`config.mk`:
```
export PLATFORM = sky130hd
export DESIGN_NAME = pipe_hazard_ctrl_flat
export DESIGN_NICKNAME = d
export VERILOG_FILES = /design/src/rtl/pipe_hazard_ctrl_if.sv /design/src/rtl/pipe_hazard_ctrl.sv /design/src/flat_wrapper.sv
export SDC_FILE = /design/constraint.sdc
export NUM_CORES = 1
export LEC_CHECK = 0
export CAP_MARGIN = 20
export CORE_ASPECT_RATIO = 0.6
export CORE_MARGIN = 5
export CORE_UTILIZATION = 53
export DETAILED_ROUTE_END_ITERATION = 10
export PLACE_DENSITY = 0.86
export SYNTH_ARGS = -nofsm -noshare
export SYNTH_HDL_FRONTEND = slang
export SYNTH_SLANG_ARGS = --single-unit
```
`constraint.sdc`:
```
create_clock -name clk -period 3.8 [get_ports clk]
set_input_delay 0.76 -clock clk [delete_from_list [all_inputs] [get_ports clk]]
set_output_delay 0.76 -clock clk [all_outputs]
set_load 0.01 [all_outputs]
```
`src/rtl/pipe_hazard_ctrl_if.sv`:
```
// Stage information flowing from the Y86-64 datapath into the hazard controller,
// and the stall/bubble controls flowing back to the pipeline registers.
interface pipe_hazard_ctrl_if;
    logic [3:0] D_icode;
    logic [3:0] E_icode;
    logic [3:0] M_icode;
    logic [3:0] E_dstM;
    logic [3:0] d_srcA;
    logic [3:0] d_srcB;
    logic       e_Cnd;
    logic [3:0] m_stat;
    logic [3:0] W_stat;

    logic       F_stall;
    logic       D_stall;
    logic       W_stall;
    logic       D_bubble;
    logic       E_bubble;
    logic       M_bubble;
    logic       set_cc;
    logic       halted;

    modport master (
        output D_icode, E_icode, M_icode, E_dstM, d_srcA, d_srcB, e_Cnd, m_stat, W_stat,
        input  F_stall, D_stall, W_stall, D_bubble, E_bubble, M_bubble, set_cc, halted
    );

    modport slave (
        input  D_icode, E_icode, M_icode, E_dstM, d_srcA, d_srcB, e_Cnd, m_stat, W_stat,
        output F_stall, D_stall, W_stall, D_bubble, E_bubble, M_bubble, set_cc, halted
    );
endinterface

```
`src/rtl/pipe_hazard_ctrl.sv`:
```
// Y86-64 pipeline control: load-use/ret/mispredict hazards, exception drain and halt,
// plus saturating performance counters that freeze once the pipeline has halted.
module pipe_hazard_ctrl #(
    parameter int CNT_W = 32
) (
    input  logic             clk,
    input  logic             rst_n,
    pipe_hazard_ctrl_if.slave pif,
    output logic [CNT_W-1:0] cyc_cnt,
    output logic [CNT_W-1:0] lu_cnt,
    output logic [CNT_W-1:0] mp_cnt,
    output logic [CNT_W-1:0] ret_cnt
);
    localparam logic [3:0] I_MRMOVQ = 4'h5;
    localparam logic [3:0] I_OPQ    = 4'h6;
    localparam logic [3:0] I_JXX    = 4'h7;
    localparam logic [3:0] I_RET    = 4'h9;
    localparam logic [3:0] I_POPQ   = 4'hB;
    localparam logic [3:0] R_NONE   = 4'hF;
    localparam logic [3:0] S_AOK    = 4'h0;
    localparam logic [CNT_W-1:0] CNT_ONE = {{(CNT_W-1){1'b0}}, 1'b1};

    typedef enum logic [1:0] {ST_RUN, ST_DRAIN, ST_HALTED} state_t;

    state_t state;
    logic   halted_q;
    logic   load_use, ret_in, mispred, exc, active;

    assign load_use = ((pif.E_icode == I_MRMOVQ) || (pif.E_icode == I_POPQ))
                      && (pif.E_dstM != R_NONE)
                      && ((pif.E_dstM == pif.d_srcA) || (pif.E_dstM == pif.d_srcB));
    assign ret_in   = (pif.D_icode == I_RET) || (pif.E_icode == I_RET) || (pif.M_icode == I_RET);
    assign mispred  = (pif.E_icode == I_JXX) && !pif.e_Cnd;
    assign exc      = (pif.m_stat != S_AOK) || (pif.W_stat != S_AOK);
    assign active   = (state != ST_HALTED);

    // A faulting instruction in M drains to W first; once W holds it, freeze for good.
    always_ff @(posedge clk or negedge rst_n) begin
        // NOTE: sequential state uses non-blocking assignments so every flop samples pre-edge values.
        if (!rst_n) begin
            state    <= ST_RUN;
            halted_q <= 1'b0;
        end else begin
            case (state)
                ST_RUN: begin
                    if (pif.W_stat != S_AOK) begin
                        state    <= ST_HALTED;
                        halted_q <= 1'b1;
                    end else if (pif.m_stat != S_AOK) begin
                        state <= ST_DRAIN;
                    end
                end
                ST_DRAIN: begin
                    if (pif.W_stat != S_AOK) begin
                        state    <= ST_HALTED;
                        halted_q <= 1'b1;
                    end
                end
                default: begin
                    state    <= ST_HALTED;
                    halted_q <= 1'b1;
                end
            endcase
        end
    end

    assign pif.halted = halted_q;

    always_comb begin
        // NOTE: every output is given a default first, so no branch can infer a latch.
        pif.F_stall  = 1'b0;
        pif.D_stall  = 1'b0;
        pif.W_stall  = 1'b0;
        pif.D_bubble = 1'b0;
        pif.E_bubble = 1'b0;
        pif.M_bubble = 1'b0;
        pif.set_cc   = 1'b0;
        if (!rst_n) begin
            // Held in reset: flush D/E/M to nops so the pipeline comes up clean.
            pif.D_bubble = 1'b1;
            pif.E_bubble = 1'b1;
            pif.M_bubble = 1'b1;
        end else if (state == ST_HALTED) begin
            pif.F_stall  = 1'b1;
            pif.D_stall  = 1'b1;
            pif.W_stall  = 1'b1;
            pif.E_bubble = 1'b1;
            pif.M_bubble = 1'b1;
        end else begin
            pif.F_stall  = load_use || ret_in;
            pif.D_stall  = load_use;
            pif.D_bubble = mispred || (ret_in && !load_use);
            pif.E_bubble = mispred || load_use;
            pif.M_bubble = exc;
            pif.W_stall  = (pif.W_stat != S_AOK);
            pif.set_cc   = (pif.E_icode == I_OPQ) && !exc && (state != ST_DRAIN);
        end
    end

    function automatic logic [CNT_W-1:0] sat_inc(input logic [CNT_W-1:0] v, input logic en);
        return (en && (v != '1)) ? (v + CNT_ONE) : v;
    endfunction

    always_ff @(posedge clk or negedge rst_n) begin
        if (!rst_n) begin
            cyc_cnt <= '0;
            lu_cnt  <= '0;
            mp_cnt  <= '0;
            ret_cnt <= '0;
        end else if (active) begin
            cyc_cnt <= sat_inc(cyc_cnt, 1'b1);
            lu_cnt  <= sat_inc(lu_cnt, load_use);
            mp_cnt  <= sat_inc(mp_cnt, mispred);
            ret_cnt <= sat_inc(ret_cnt, ret_in && !load_use);
        end
    end
endmodule

```
`src/flat_wrapper.sv`:
```
// flat-port wrapper written by rule: the top's interface ports become plain ports
module pipe_hazard_ctrl_flat 
#(
    parameter int CNT_W = 32
)
  (clk, rst_n, cyc_cnt, lu_cnt, mp_cnt, ret_cnt, pif_D_icode, pif_E_icode, pif_M_icode, pif_E_dstM, pif_d_srcA, pif_d_srcB, pif_e_Cnd, pif_m_stat, pif_W_stat, pif_F_stall, pif_D_stall, pif_W_stall, pif_D_bubble, pif_E_bubble, pif_M_bubble, pif_set_cc, pif_halted);
  pipe_hazard_ctrl_if pif_i ();
  input  logic clk;
  input  logic rst_n;
  output logic [CNT_W-1:0] cyc_cnt;
  output logic [CNT_W-1:0] lu_cnt;
  output logic [CNT_W-1:0] mp_cnt;
  output logic [CNT_W-1:0] ret_cnt;
  input wire logic [$bits(pif_i.D_icode)-1:0] pif_D_icode;
  input wire logic [$bits(pif_i.E_icode)-1:0] pif_E_icode;
  input wire logic [$bits(pif_i.M_icode)-1:0] pif_M_icode;
  input wire logic [$bits(pif_i.E_dstM)-1:0] pif_E_dstM;
  input wire logic [$bits(pif_i.d_srcA)-1:0] pif_d_srcA;
  input wire logic [$bits(pif_i.d_srcB)-1:0] pif_d_srcB;
  input wire logic [$bits(pif_i.e_Cnd)-1:0] pif_e_Cnd;
  input wire logic [$bits(pif_i.m_stat)-1:0] pif_m_stat;
  input wire logic [$bits(pif_i.W_stat)-1:0] pif_W_stat;
  output wire logic [$bits(pif_i.F_stall)-1:0] pif_F_stall;
  output wire logic [$bits(pif_i.D_stall)-1:0] pif_D_stall;
  output wire logic [$bits(pif_i.W_stall)-1:0] pif_W_stall;
  output wire logic [$bits(pif_i.D_bubble)-1:0] pif_D_bubble;
  output wire logic [$bits(pif_i.E_bubble)-1:0] pif_E_bubble;
  output wire logic [$bits(pif_i.M_bubble)-1:0] pif_M_bubble;
  output wire logic [$bits(pif_i.set_cc)-1:0] pif_set_cc;
  output wire logic [$bits(pif_i.halted)-1:0] pif_halted;
  assign pif_i.D_icode = pif_D_icode;
  assign pif_i.E_icode = pif_E_icode;
  assign pif_i.M_icode = pif_M_icode;
  assign pif_i.E_dstM = pif_E_dstM;
  assign pif_i.d_srcA = pif_d_srcA;
  assign pif_i.d_srcB = pif_d_srcB;
  assign pif_i.e_Cnd = pif_e_Cnd;
  assign pif_i.m_stat = pif_m_stat;
  assign pif_i.W_stat = pif_W_stat;
  assign pif_F_stall = pif_i.F_stall;
  assign pif_D_stall = pif_i.D_stall;
  assign pif_W_stall = pif_i.W_stall;
  assign pif_D_bubble = pif_i.D_bubble;
  assign pif_E_bubble = pif_i.E_bubble;
  assign pif_M_bubble = pif_i.M_bubble;
  assign pif_set_cc = pif_i.set_cc;
  assign pif_halted = pif_i.halted;
  pipe_hazard_ctrl #(.CNT_W(CNT_W)) u_core (.clk(clk), .rst_n(rst_n), .pif(pif_i), .cyc_cnt(cyc_cnt), .lu_cnt(lu_cnt), .mp_cnt(mp_cnt), .ret_cnt(ret_cnt));
endmodule
```
run_1/m4.png
The bar under the picture is 50 um long. Supply wires on this layer in grey.
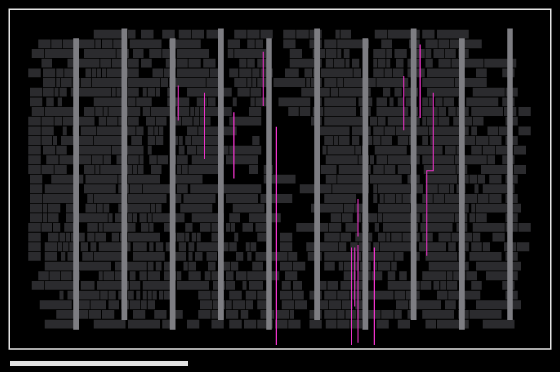
The layer holds 1.8% of the routed length. 12 nets have wire on it. The longest straight run is 61.2 um.
total wire length: 17000 um
via count: 5354

run_1/congestion_map.png
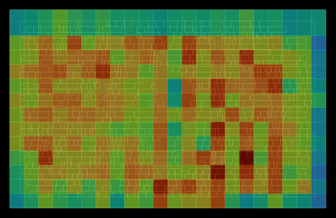
met3 Resource Use GR: 6.08%
Total GRT Usage: 24.0%

run_1/m1.png
Supply wires on this layer in grey.
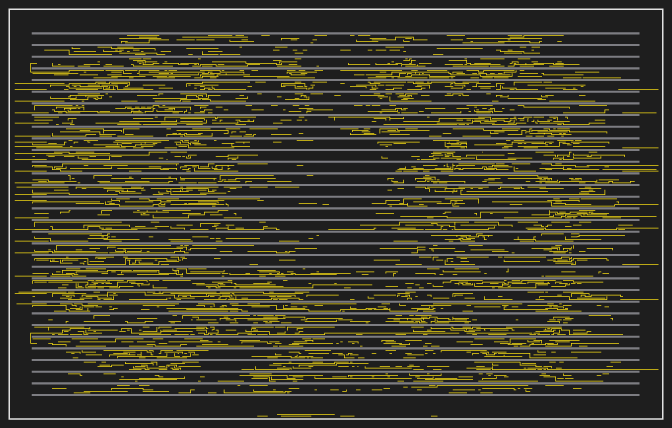
The layer holds 45% of the routed length. 740 nets have wire on it. The wires run mostly horizontal.

==> impl_metrics.yaml, run 1 <==
# generated from flow reports
final_layout:
  design_area_mm2: 0.00896
  clkbuf_count: 20
  flops: 131
  buffers: 176
  diodes: 0
  final-seq-area_mm2: 0.00328
  final_cell_mix: "clkdlybuf4s50_1 (168), dfrtp_1 (131), xnor2_1 (96)"
  stdcell_count: 960
timing:
  fin_tns_setup_ns: 0
  skew_ns: 0.0125
  fin_crit_sh_pct: 95.5
  rsz0062_at_grt: "false"
floorplan:
  die_y_um: 95.2
  rows: 31
  fp-utilization_pct: 53.7
drt:
  highest-signal-layer: "met4"
logic_synthesis:
  ff_type: "dfrtp_1"
  syn_nets: 636
  synth.most_common_cell: "dfrtp_1"
run_status:
  status: "complete, no violations"
place:
  placedCellCount: 928
  io_buffers: 170
critical_path:
  crit_type: "input pin to output port"
  end_kind: "output port"
  critical_path_required_ns: 3.04
  critical-path-slowest-cell: "clkdlybuf4s50_1"
power:
  maxPowerGroup: "the clock network"
  clkPwrFrac_pct: 54.4
  pg_comb_w: 0.0000932
grt:
  grt_use_met1_pct: 32.7
  grt_max_degree: 69
run_1/util_map.png
15 x 10 tiles, from white (low) to dark blue (high), 0 to 100% covered.
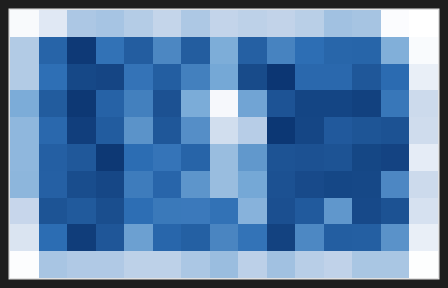

==> run 2, diff against run 1 <==
--- a/config.mk
+++ b/config.mk
@@ -7,7 +7,7 @@
 export LEC_CHECK = 0
 export CAP_MARGIN = 20
 export CORE_ASPECT_RATIO = 0.6
-export CORE_MARGIN = 5
+export CORE_MARGIN = 2
 export CORE_UTILIZATION = 53
 export DETAILED_ROUTE_END_ITERATION = 10
 export PLACE_DENSITY = 0.86
==> constraint.sdc (replaced) <==
create_clock -name clk -period 4.4 [get_ports clk]
set_input_delay 0.88 -clock clk [delete_from_list [all_inputs] [get_ports clk]]
set_output_delay 0.88 -clock clk [all_outputs]
set_load 0.01 [all_outputs]
run_2/util_map.png
15 x 9 tiles, from white (low) to dark blue (high), 0 to 100% covered.
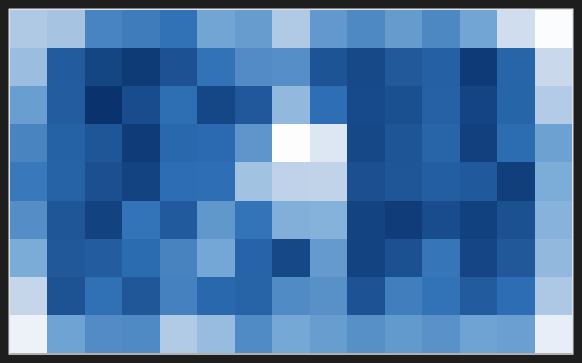
The fullest tile reaches 99%. 1.5% of the tiles are nearly empty. The emptiest ninth of the die: middle. 47% of the tiles are over 75% full.

run_2/m4.png
The bar under the picture is 50 um long. Supply wires on this layer in grey.
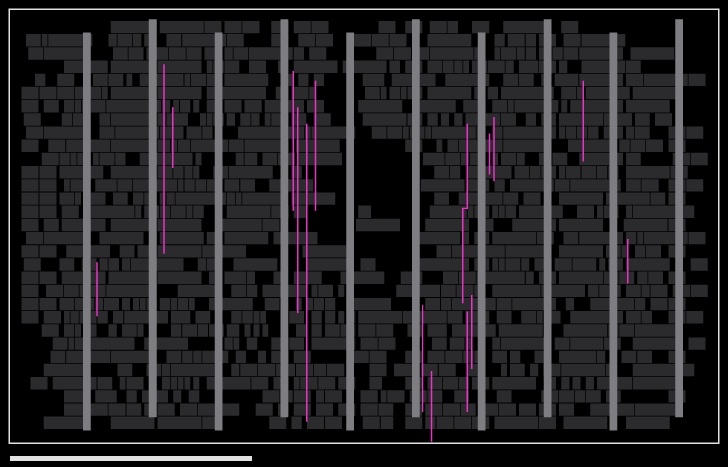
The wires run mostly vertical. The longest straight run is 61.2 um.
via count: 5383
total wire length: 16700 um

run_2/class_map.png
The bar under the picture is 50 um long. Fill, decap, tap and diode cells in grey.
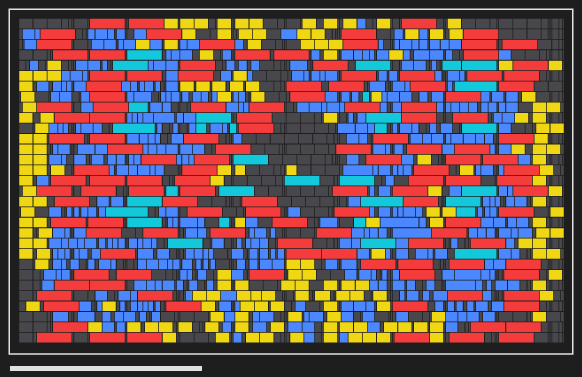
Red marks registers, cells 131. Blue marks remaining logic cells, cells 456. Yellow marks remaining buffers and delay cells, cells 175. Cyan marks clock drivers and dummy loads, cells 32.

==> impl_metrics.yaml, run 2 <==
# generated from flow reports
run_status:
  status: "complete, no violations"
timing:
  skew_ns: 0.0112
  fin_crit_sh_pct: 90.3
  rsz0062_at_grt: "false"
drt:
  highest-signal-layer: "met4"
critical_path:
  critical_path_required_ns: 3.52
  crit_type: "input pin to output port"
  critical-path-slowest-cell: "clkdlybuf4s50_1"
  end_kind: "output port"
final_layout:
  diodes: 0
  buffers: 175
  stdcell_count: 959
  design_area_mm2: 0.00897
floorplan:
  fp-utilization_pct: 53.7
  rows: 31
logic_synthesis:
  synth.most_common_cell: "dfrtp_1"
  syn_nets: 636
  ff_type: "dfrtp_1"
grt:
  met3_usage_pct: 6.33
  grt_usage_pct: 25.9
power:
  pg_comb_w: 0.0000815
place:
  placedCellCount: 927
run_2/m1.png
Supply wires on this layer in grey.
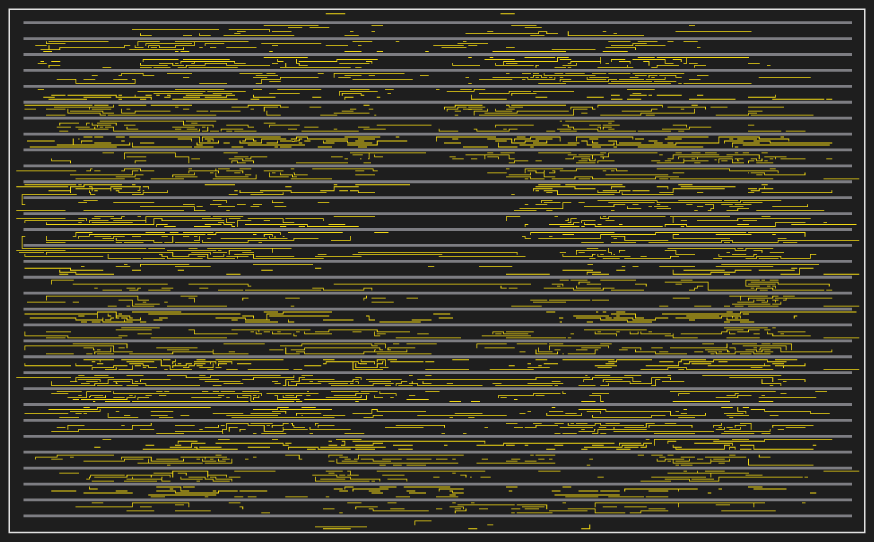

==> run 3, diff against run 2 <==
--- a/config.mk
+++ b/config.mk
@@ -6,8 +6,7 @@
 export NUM_CORES = 1
 export LEC_CHECK = 0
 export CAP_MARGIN = 20
-export CORE_ASPECT_RATIO = 0.6
-export CORE_MARGIN = 2
+export CORE_MARGIN = 3
 export CORE_UTILIZATION = 53
 export DETAILED_ROUTE_END_ITERATION = 10
 export PLACE_DENSITY = 0.86
run_3/m1.png
Supply wires on this layer in grey.
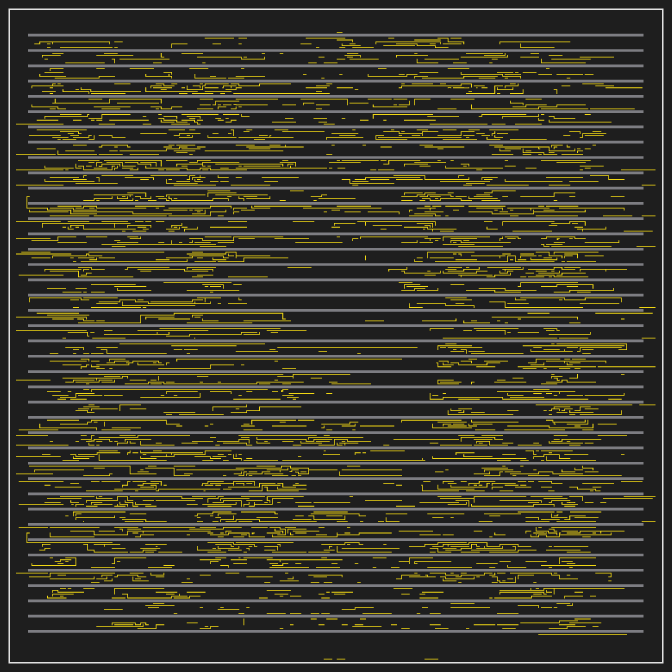
The longest straight run is 40.0 um. The wires run mostly horizontal.

run_3/m4.png
The bar under the picture is 20 um long. Supply wires on this layer in grey.
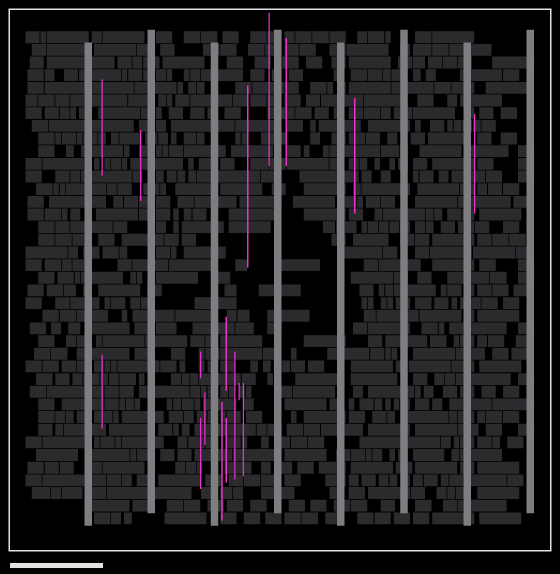
The wires run mostly vertical. The layer holds 2.0% of the routed length. The longest straight run is 38.8 um. 14 nets have wire on it. The layer carries 331 um of wire.
total wire length: 16900 um
via count: 5374

==> impl_metrics.yaml, run 3 <==
# generated from flow reports
logic_synthesis:
  synth.most_common_cell: "dfrtp_1"
  synth.top_cells.by_count: "dfrtp_1 (131), xnor2_1 (96), nand2_1 (58), nand4_1 (52), nand3_1 (44)"
  syn_nets: 636
  ff_type: "dfrtp_1"
timing:
  fin_tns_setup_ns: 0
  skew_ns: 0.00644
  worst_slew_pin_slew_ns: 0.944
  final-hold-violation-count: 0
  rsz0062_at_grt: "false"
  fin_crit_sh_pct: 89.6
floorplan:
  die_y_um: 116
  rows: 39
  fp-utilization_pct: 55.2
  coreArea_mm2: 0.0116
grt:
  met3_usage_pct: 7.57
  met2_usage_pct: 43.7
  grt_usage_pct: 26.0
  grt_use_met1_pct: 32.4
  grt_pass1_vias: 5479
run_status:
  status: "complete, no violations"
place:
  placedCellCount: 905
final_layout:
  final_cell_mix: "clkdlybuf4s50_1 (169), dfrtp_1 (131), xnor2_1 (96)"
  stdcell_count: 937
  final-seq-area_mm2: 0.00328
  buffers: 175
  clkbuf_count: 20
  design_area_mm2: 0.00890
  diodes: 0
  flops: 131
  area_delta_synth_final_pct: 38.7
  comb_share_pct: 34.0
power:
  maxPowerGroup: "the clock network"
  pg_comb_w: 0.0000821
  clkPwrFrac_pct: 53.1
critical_path:
  crit_type: "input pin to output port"
  critical-path-slowest-cell: "clkdlybuf4s50_1"
  end_kind: "output port"
  worst_setup_path_start_kind: "input pin"
  critical_path_required_ns: 3.52
cts:
  root_buffer: "clkbuf_16"
  clkTransAtPathRegs_ns: 0.06
  cts_resized: 0
drt:
  wl_met2_um: 8590
  route.detailed.drc: 0
  highest-signal-layer: "met4"
run_3/util_map.png
12 x 12 tiles, from white (low) to dark blue (high), 0 to 100% covered.
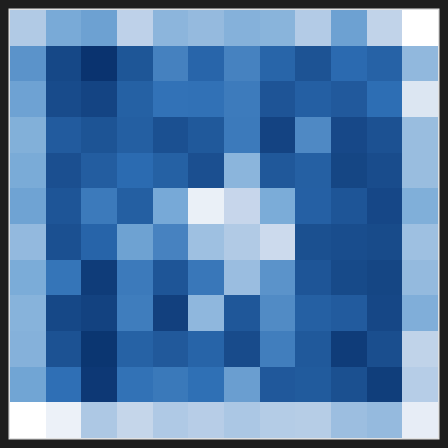
47% of the tiles are over 75% full. The fullest tile reaches 99%. The mean over all tiles is 65%.

Power and IR drop assume default switching activity.
